--- src/rtl/fighter_player.sv ---
`default_nettype none
// ============================================================================
// Module   : fighter_player
// Purpose  : Combat state for one player. There is one instance per side.
//            It tracks the player's arena position and health. It resolves
//            incoming punches and kicks against the player's own guard. It
//            also handles collision blocking, slow healing while waiting, and
//            a sticky knockout latch.
// Ports    : clk      - clock, rising edge
//            rst_n    - asynchronous active-low reset
//            restart  - synchronous round restart (same effect as reset)
//            own_act  - own action, one-hot {FWD,BACK,WAIT,JUMP,KICK,PUNCH}
//            opp_act  - opponent action, same encoding
//            opp_loc  - opponent absolute location
//            loc      - own absolute location (registered)
//            health   - own health (registered)
//            ko       - sticky knockout flag
//            hit      - one-cycle pulse, damage applied
//            bad_act  - one-cycle pulse, own_act nonzero and not one-hot
// Revision : 1.0 - initial release
// ============================================================================
module fighter_player #(
  parameter int SIDE       = 0,
  parameter int ARENA_W    = 8,
  parameter int LOC_W      = 3,
  parameter int START_LOC  = 2,
  parameter int HP_MAX     = 3,
  parameter int HP_W       = 3,
  parameter int PUNCH_DMG  = 2,
  parameter int KICK_DMG   = 1,
  parameter int KICK_RANGE = 2,
  parameter int HEAL_WAIT  = 2
) (
  input  logic             clk,
  input  logic             rst_n,
  input  logic             restart,
  input  logic [5:0]       own_act,
  input  logic [5:0]       opp_act,
  input  logic [LOC_W-1:0] opp_loc,
  output logic [LOC_W-1:0] loc,
  output logic [HP_W-1:0]  health,
  output logic             ko,
  output logic             hit,
  output logic             bad_act
);

  localparam int c_cnt_w = (HEAL_WAIT < 1) ? 1 : $clog2(HEAL_WAIT + 1);

  localparam logic [LOC_W-1:0] c_start_loc  = LOC_W'(START_LOC);
  localparam logic [LOC_W-1:0] c_back_wall  = LOC_W'((SIDE == 0) ? 0 : ARENA_W - 1);
  localparam logic [LOC_W-1:0] c_front_wall = LOC_W'((SIDE == 0) ? ARENA_W - 1 : 0);
  localparam logic [HP_W-1:0]  c_hp_max     = HP_W'(HP_MAX);
  localparam logic [HP_W-1:0]  c_punch_dmg  = HP_W'(PUNCH_DMG);
  localparam logic [HP_W-1:0]  c_kick_dmg   = HP_W'(KICK_DMG);
  localparam logic [LOC_W:0]   c_kick_range = (LOC_W + 1)'(KICK_RANGE);
  localparam logic [c_cnt_w-1:0] c_heal_last = c_cnt_w'(HEAL_WAIT - 1);

  typedef enum logic [0:0] {
    ST_FIGHT = 1'b0,
    ST_KO    = 1'b1
  } state_t;

  state_t             r_state, w_state_nxt;
  logic [LOC_W-1:0]   r_loc, w_loc_nxt;
  logic [HP_W-1:0]    r_health, w_health_nxt;
  logic [c_cnt_w-1:0] r_wait_cnt, w_wait_cnt_nxt;
  logic               r_hit, w_hit_nxt;
  logic               r_bad_act, w_bad_act_nxt;

  // Action decode. A non-one-hot vector decodes to idle (all strobes low).
  logic w_own_onehot, w_opp_onehot;
  logic w_own_fwd, w_own_back, w_own_wait, w_own_jump, w_own_kick, w_own_punch;
  logic w_opp_kick, w_opp_punch;

  assign w_own_onehot = (|own_act) && ~|(own_act & (own_act - 6'd1));
  assign w_opp_onehot = (|opp_act) && ~|(opp_act & (opp_act - 6'd1));

  assign w_own_fwd   = w_own_onehot & own_act[5];
  assign w_own_back  = w_own_onehot & own_act[4];
  assign w_own_wait  = w_own_onehot & own_act[3];
  assign w_own_jump  = w_own_onehot & own_act[2];
  assign w_own_kick  = w_own_onehot & own_act[1];
  assign w_own_punch = w_own_onehot & own_act[0];
  assign w_opp_kick  = w_opp_onehot & opp_act[1];
  assign w_opp_punch = w_opp_onehot & opp_act[0];

  // Free cells between the two players. The extra bit keeps the
  // subtraction well defined. The two players never share a cell, so the
  // distance is always at least 1.
  logic [LOC_W:0] w_dist, w_gap;
  assign w_dist = (r_loc > opp_loc) ? ({1'b0, r_loc} - {1'b0, opp_loc})
                                    : ({1'b0, opp_loc} - {1'b0, r_loc});
  assign w_gap  = w_dist - 1'b1;

  logic w_gap0;
  assign w_gap0 = (w_gap == '0);

  // One-cell steps in either direction, relative to this player's facing.
  logic [LOC_W-1:0] w_step_fwd, w_step_back;
  assign w_step_fwd  = (SIDE == 0) ? r_loc + 1'b1 : r_loc - 1'b1;
  assign w_step_back = (SIDE == 0) ? r_loc - 1'b1 : r_loc + 1'b1;

  // Incoming attack resolution. Jumping dodges both attack types.
  logic            w_punch_in, w_kick_in, w_pushback, w_take_dmg;
  logic [HP_W-1:0] w_dmg;

  assign w_punch_in = w_opp_punch & w_gap0 & ~w_own_jump;
  assign w_kick_in  = w_opp_kick & (w_gap < c_kick_range) & ~w_own_jump;
  assign w_pushback = (w_punch_in & w_own_punch) | (w_kick_in & w_own_kick);

  always_comb begin
    w_take_dmg = 1'b0;
    w_dmg      = '0;
    if (w_punch_in && !w_own_punch) begin
      w_take_dmg = 1'b1;
      w_dmg      = c_punch_dmg;
    end else if (w_kick_in && !w_own_kick && !(w_own_punch && w_gap0)) begin
      // A punch at contact range stops a kick but does not push back.
      w_take_dmg = 1'b1;
      w_dmg      = c_kick_dmg;
    end
  end

  // Next-state and next-output logic.
  always_comb begin
    w_state_nxt    = r_state;
    w_loc_nxt      = r_loc;
    w_health_nxt   = r_health;
    w_wait_cnt_nxt = r_wait_cnt;
    w_hit_nxt      = 1'b0;
    w_bad_act_nxt  = 1'b0;

    case (r_state)
      ST_FIGHT: begin
        w_bad_act_nxt = (|own_act) & ~w_own_onehot;

        // Pushback takes priority over the player's own movement.
        if (w_pushback) begin
          if (r_loc != c_back_wall) w_loc_nxt = w_step_back;
        end else if (w_own_fwd) begin
          if (!w_gap0 && r_loc != c_front_wall) w_loc_nxt = w_step_fwd;
        end else if (w_own_back) begin
          if (r_loc != c_back_wall) w_loc_nxt = w_step_back;
        end

        if (w_take_dmg) begin
          w_hit_nxt      = 1'b1;
          w_wait_cnt_nxt = '0;
          w_health_nxt   = (r_health > w_dmg) ? r_health - w_dmg : '0;
          if (w_health_nxt == '0) w_state_nxt = ST_KO;
        end else if (w_own_wait) begin
          if (r_wait_cnt == c_heal_last) begin
            w_wait_cnt_nxt = '0;
            if (r_health != c_hp_max) w_health_nxt = r_health + 1'b1;
          end else begin
            w_wait_cnt_nxt = r_wait_cnt + 1'b1;
          end
        end else begin
          w_wait_cnt_nxt = '0;
        end
      end

      ST_KO: begin
        // Frozen until reset or restart. The defaults hold all state.
      end

      default: w_state_nxt = ST_FIGHT;
    endcase
  end

  always_ff @(posedge clk or negedge rst_n) begin
    if (!rst_n) begin
      r_state    <= ST_FIGHT;
      r_loc      <= c_start_loc;
      r_health   <= c_hp_max;
      r_wait_cnt <= '0;
      r_hit      <= 1'b0;
      r_bad_act  <= 1'b0;
    end else if (restart) begin
      r_state    <= ST_FIGHT;
      r_loc      <= c_start_loc;
      r_health   <= c_hp_max;
      r_wait_cnt <= '0;
      r_hit      <= 1'b0;
      r_bad_act  <= 1'b0;
    end else begin
      r_state    <= w_state_nxt;
      r_loc      <= w_loc_nxt;
      r_health   <= w_health_nxt;
      r_wait_cnt <= w_wait_cnt_nxt;
      r_hit      <= w_hit_nxt;
      r_bad_act  <= w_bad_act_nxt;
    end
  end

  assign loc     = r_loc;
  assign health  = r_health;
  assign ko      = (r_state == ST_KO);
  assign hit     = r_hit;
  assign bad_act = r_bad_act;

endmodule
`default_nettype wire

--- config.mk ---
export PLATFORM = sky130hd
export DESIGN_NAME = fighter_player
export DESIGN_NICKNAME = d
export VERILOG_FILES = /design/src/rtl/fighter_player.sv
export SDC_FILE = /design/constraint.sdc
export NUM_CORES = 1
export LEC_CHECK = 0
export ABC_AREA = 1
export ABC_CLOCK_PERIOD_IN_PS = 4700
export CAP_MARGIN = 0
export CORE_AREA = 2 2 73 58
export DETAILED_ROUTE_END_ITERATION = 12
export DIE_AREA = 0 0 75 60
export PLACE_DENSITY_LB_ADDON = 0.3
export SLEW_MARGIN = 20
export SYNTH_ARGS = -nofsm -noshare
export SYNTH_HDL_FRONTEND = slang
export SYNTH_SLANG_ARGS = --single-unit
--- constraint.sdc ---
create_clock -name clk -period 4.7 [get_ports clk]
set_input_delay 0.94 -clock clk [delete_from_list [all_inputs] [get_ports clk]]
set_output_delay 0.94 -clock clk [all_outputs]
set_load 0.005 [all_outputs]
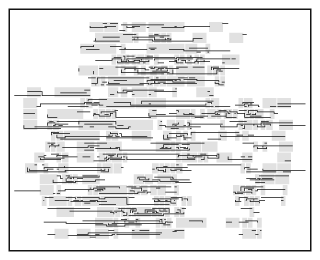
**Above:** M1 wires.
Scale: 4 px per um.
main direction: horizontal
longest straight run: 26.7 um
count of vias placed by the detailed router: 1336
detailed-route wire length: 3.12 mm

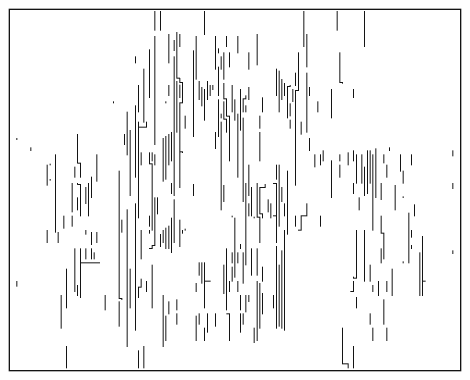
**Above:** the metal 2 layer.
Scale: 6 px per um.
main direction: vertical
wire length on this layer: 1220 um
share of all routed wire: 39%
longest straight run: 23.1 um
nets with wire on the layer: 209
met2 track demand over resource: 23.1%

power breakdown:
part	internal, mW	switching [mW]
Combinational	0.0815	0.105
Clock	0.0595	0.0354
Sequential	0.106	0.0114
area by class of cell:
cell class	instances	share of cell area [%]
Multi-Input combinational cell	163	56.1
Clock buffer	4	2.47
Tap cell	55	3.78
Timing Repair Buffer	26	14.3
Inverter	39	8.04
Sequential cell	11	15.3
routing by layer:
metal	part of all wire [%]	global-route usage, %	wire, um	vias up
met5	0	0	0	-
met4	0.42	2.30	13	0
met3	5.8	2.53	181	2
met2	39	23.1	1220	28
met1	55	23.9	1700	572
li1	-	-	-	734
synthesized netlist by cell type, drive strengths merged:
| master | number |
|---|---|
| fa | 4 |
| o211ai | 2 |
| nand3b | 2 |
| a21boi | 1 |
| xor2 | 2 |
| o21ai | 5 |
| dfstp | 3 |
| inv | 39 |
| nand3 | 25 |
| dfrtp | 8 |
| ha | 14 |
| nand4 | 7 |
| buf | 1 |
| nand2 | 68 |
| and3 | 1 |
| a211oi | 1 |
| nor3 | 2 |
| o21bai | 1 |
| a21oi | 1 |
| nor4 | 1 |
| nor2 | 26 |
state kept, by name, summed over array words and instances (netlist names):
name and count:
hit 1, r_wait_cnt 2, ko 1, health 3, loc 3, bad_act 1
cells by family (layout without fill, tap and decap cells):
| group | after synthesis | after routing | share of synthesized area, % |
|---|---|---|---|
| DFF | 11 | 11 | 19.2 |
| AOI/OAI and AO/OA | 11 | 11 | 4.64 |
| adders and majority gates | 18 | 18 | 17.5 |
| buffers and inverters | 40 | 69 | 10.6 |
| xor gates and xnor gates | 2 | 2 | 1.20 |
| and+or+nand+nor | 132 | 132 | 46.9 |
cell usage in the layout, fill, tap and decap left out, drive strengths merged:
| cell | netlist | layout |
|---|---|---|
| nand3 | 25 | 25 |
| o21bai | 1 | 1 |
| o211ai | 2 | 2 |
| dfrtp | 8 | 8 |
| nand3b | 2 | 2 |
| fa | 4 | 4 |
| a21oi | 1 | 1 |
| nor4 | 1 | 1 |
| nand2 | 68 | 68 |
| a21boi | 1 | 1 |
| dfstp | 3 | 3 |
| inv | 39 | 39 |
| nor2 | 26 | 26 |
| nand4 | 7 | 7 |
| ha | 14 | 14 |
| clkbuf | 0 | 4 |
| a211oi | 1 | 1 |
| xor2 | 2 | 2 |
| o21ai | 5 | 5 |
| clkdlybuf4s50 | 0 | 26 |
| and3 | 1 | 1 |
| nor3 | 2 | 2 |
how the worst min path moves through the flow:
stage	startpoint	end	cells past startpoint
after global routing	health[1]	health[1]	2
after floorplan	ko	bad_act	1
final	ko	bad_act	1
after detailed placement	ko	bad_act	1
after global placement	ko	bad_act	1
after CTS	ko	bad_act	1
worst reg2reg max path: stages (launching register included):
cell      delay (ns)
dfrtp_1         0.44
inv_1           0.15
ha_1            0.23
fa_1            0.36
inv_1           0.08
fa_1            0.40
nand3b_1        0.18
nand2_2         0.13
nand4_4         0.16
nor2_4          0.12
inv_1           0.05
nand3_2         0.10
inv_1           0.05
ha_1            0.20
fa_1            0.38
xor2_1          0.14
nand2_1         0.08
nand2_1         0.10
nand3_1         0.08
o21ai_1         0.13
==> notes.md <==
The run has ended; figures from its reports follow.

Yosys attributes the largest share of cell area to nand2_1, dfrtp_1, ha_1, inv_1, nand3_1. For this run, the register share of the synthesized area comes to 19.2%. TritonCTS built the clock tree. Across the VDD grid, the largest voltage drop is 0.000156 V.

The first global-routing pass estimated 5.43 mm of wire. The sequential cell area is 279 um^2. For the final database, setup skew stands at 0.00349 ns. The count of distinct cell types in the synthesized netlist came out at 31. Dividing the detail-routed via count by the number of cells gives 4.48. The count of non-filler cells in the finished layout came out at 298.

The core occupancy in the finished layout is 47.6%. The total global routing overflow came out at 0. The share of the synthesized area in the top cell type came out at 15.2%. The number of input and output port buffers inserted came out at 26. The logic depth of the worst setup path including buffers is 19.

The post-synthesis register bit count came out at 11. Among cell families on the critical path, the largest total delay comes from adder cells. The source of the critical timing path is opp_loc[0]. The time the worst path needs with I/O delays and setup is 4.15 ns. The flow ran to the end, and the final reports show no timing, DRC or antenna violations.

The starting DRC count in detailed routing is 59. The type of the setup path with the least slack is in -> reg. In this run the register-to-register setup slack is 1.08 ns. The worst setup path is launched from a primary input. Cells with a size suffix above 1 make up 12.8% of the layout. The layout overhead on the synthesized area is 25.2%. From bottom edge to top edge, the die measures 60 um. The overall die size recorded for this design is 4500 um^2. The number of cells on the worst reg-to-reg path is 19. Per the TritonCTS log, the buffer count is 3. The via count of the first global-routing pass is 1235. The chip area line in the Yosys stat output reads 1460 um^2. For reference, the critical path is captured by health[2]. The placeable core region is 3830 um^2. The synthesized area divided by synthesized cell count came out at 6.80 um^2. Entering global routing, the biggest net connects 12 pins. The final-layout setup total negative slack came out at 0 ns. At the placement stage, the worst setup path has a slack of 0.295 ns. The share of the cycle needed by the critical path after routing is 88.3%. After layout, the worst setup slack is 0.552 ns. The capture point of the worst reg-to-reg path is health[2].

In this build the clock could be raised as far as 0.241 GHz. Per the repair_timing log after CTS, setup buffers inserted total 0. The number of primary I/O pins came out at 27. The initial cell density of the core came out at 38.0%. The number of nets in the synthesized netlist is 250.

The smallest hold slack is 0.496 ns. The maximum level of the CTS H-tree is 1. The worst slew margin relative to its limit came out at 68.5%. The number of hold violations in the final report came out at 0.

The category of the worst setup path capture point is a flop. The total design power came out at 0.398 mW. Setup repair after global routing left no endpoint under its margin. With fillers left out, the area of the finished cells amounts to 1820 um^2. The total leakage power came out at 0.962 nW.

The launch point of the worst register-to-register path is recorded as loc[0]. The number of standard cells after synthesis came out at 214. The detailed placement HPWL came out at 2.57 mm. The report lists the cells along the critical path as clkdlybuf4s50_1 -> ha_1 -> fa_1 -> inv_1 -> fa_1 -> nand3b_1 -> nand2_2 -> nand4_4 -> nor2_4 -> inv_1 -> nand3_2 -> inv_1 -> ha_1 -> fa_1 -> xor2_1 -> nand2_1 -> nand2_1 -> nand3_1 -> o21ai_1. The post-cts hold-fix buffer tally came out at 0.

For this run, the total global-route usage over all layers was measured as 15.5%. The post-placement cell area is 1780 um^2. The net count of the finished layout came out at 280.

Together, buffers and inverters on the worst path number 4. The horizontal die size is 75 um. The arrival time at the worst endpoint came out at 4.31 ns. The final-report max-slew violation count is 0. The weighted congestion at the end of routability-driven global placement came out at 0.844. Clock tree synthesis found a total of 11 sinks. The yosys stat cell total is 214. The number of nets still failing antenna checks after routing is 0.

The max-capacitance violation count is 0. The transition time recorded at the tightest slew-check pin is 0.471 ns. The number of antenna violations at the first check in global routing came out at 0. The library cell with the largest summed area after synthesis is nand2_1. The tool warning count is 31. The first-pass iteration count of the detailed router came out at 4. The count of inserted antenna diode cells came out at 0. The path class of the tightest hold or removal check is reg -> reg. The worst path required time came out at 4.87 ns. The post-synthesis instance area came out at 1460 um^2.

The cell at the root of the clock tree is clkbuf_8. The placed instance count is 294. The clock-pin slew reported for the worst setup and hold paths after clock tree synthesis came out at 0.05 ns. The buffer levels on the longest clock path is 2. The warning tally printed by Yosys for this design is 0. The maximum fanout along the worst path came out at 4.

The largest incremental delay on the critical path is 0.42 ns. Once the clock tree was built, the resizer swapped 0 gates to a different size. The count of final setup violators is 0. The number of placement rows came out at 20. The critical path's slowest stage uses the library cell clkdlybuf4s50_1. The detailed-route DRC error count came out at 0. In the final layout, the fill cell count is 378. The average wire per cell in the routed design is 10.5 um. The insertion delay to the later sink of the worst-skew pair is 0.24 ns. The multi-input logic area is 1020 um^2. The ratio of total power to cell area came out at 219 nW/um^2.
Power and IR drop assume default switching activity.
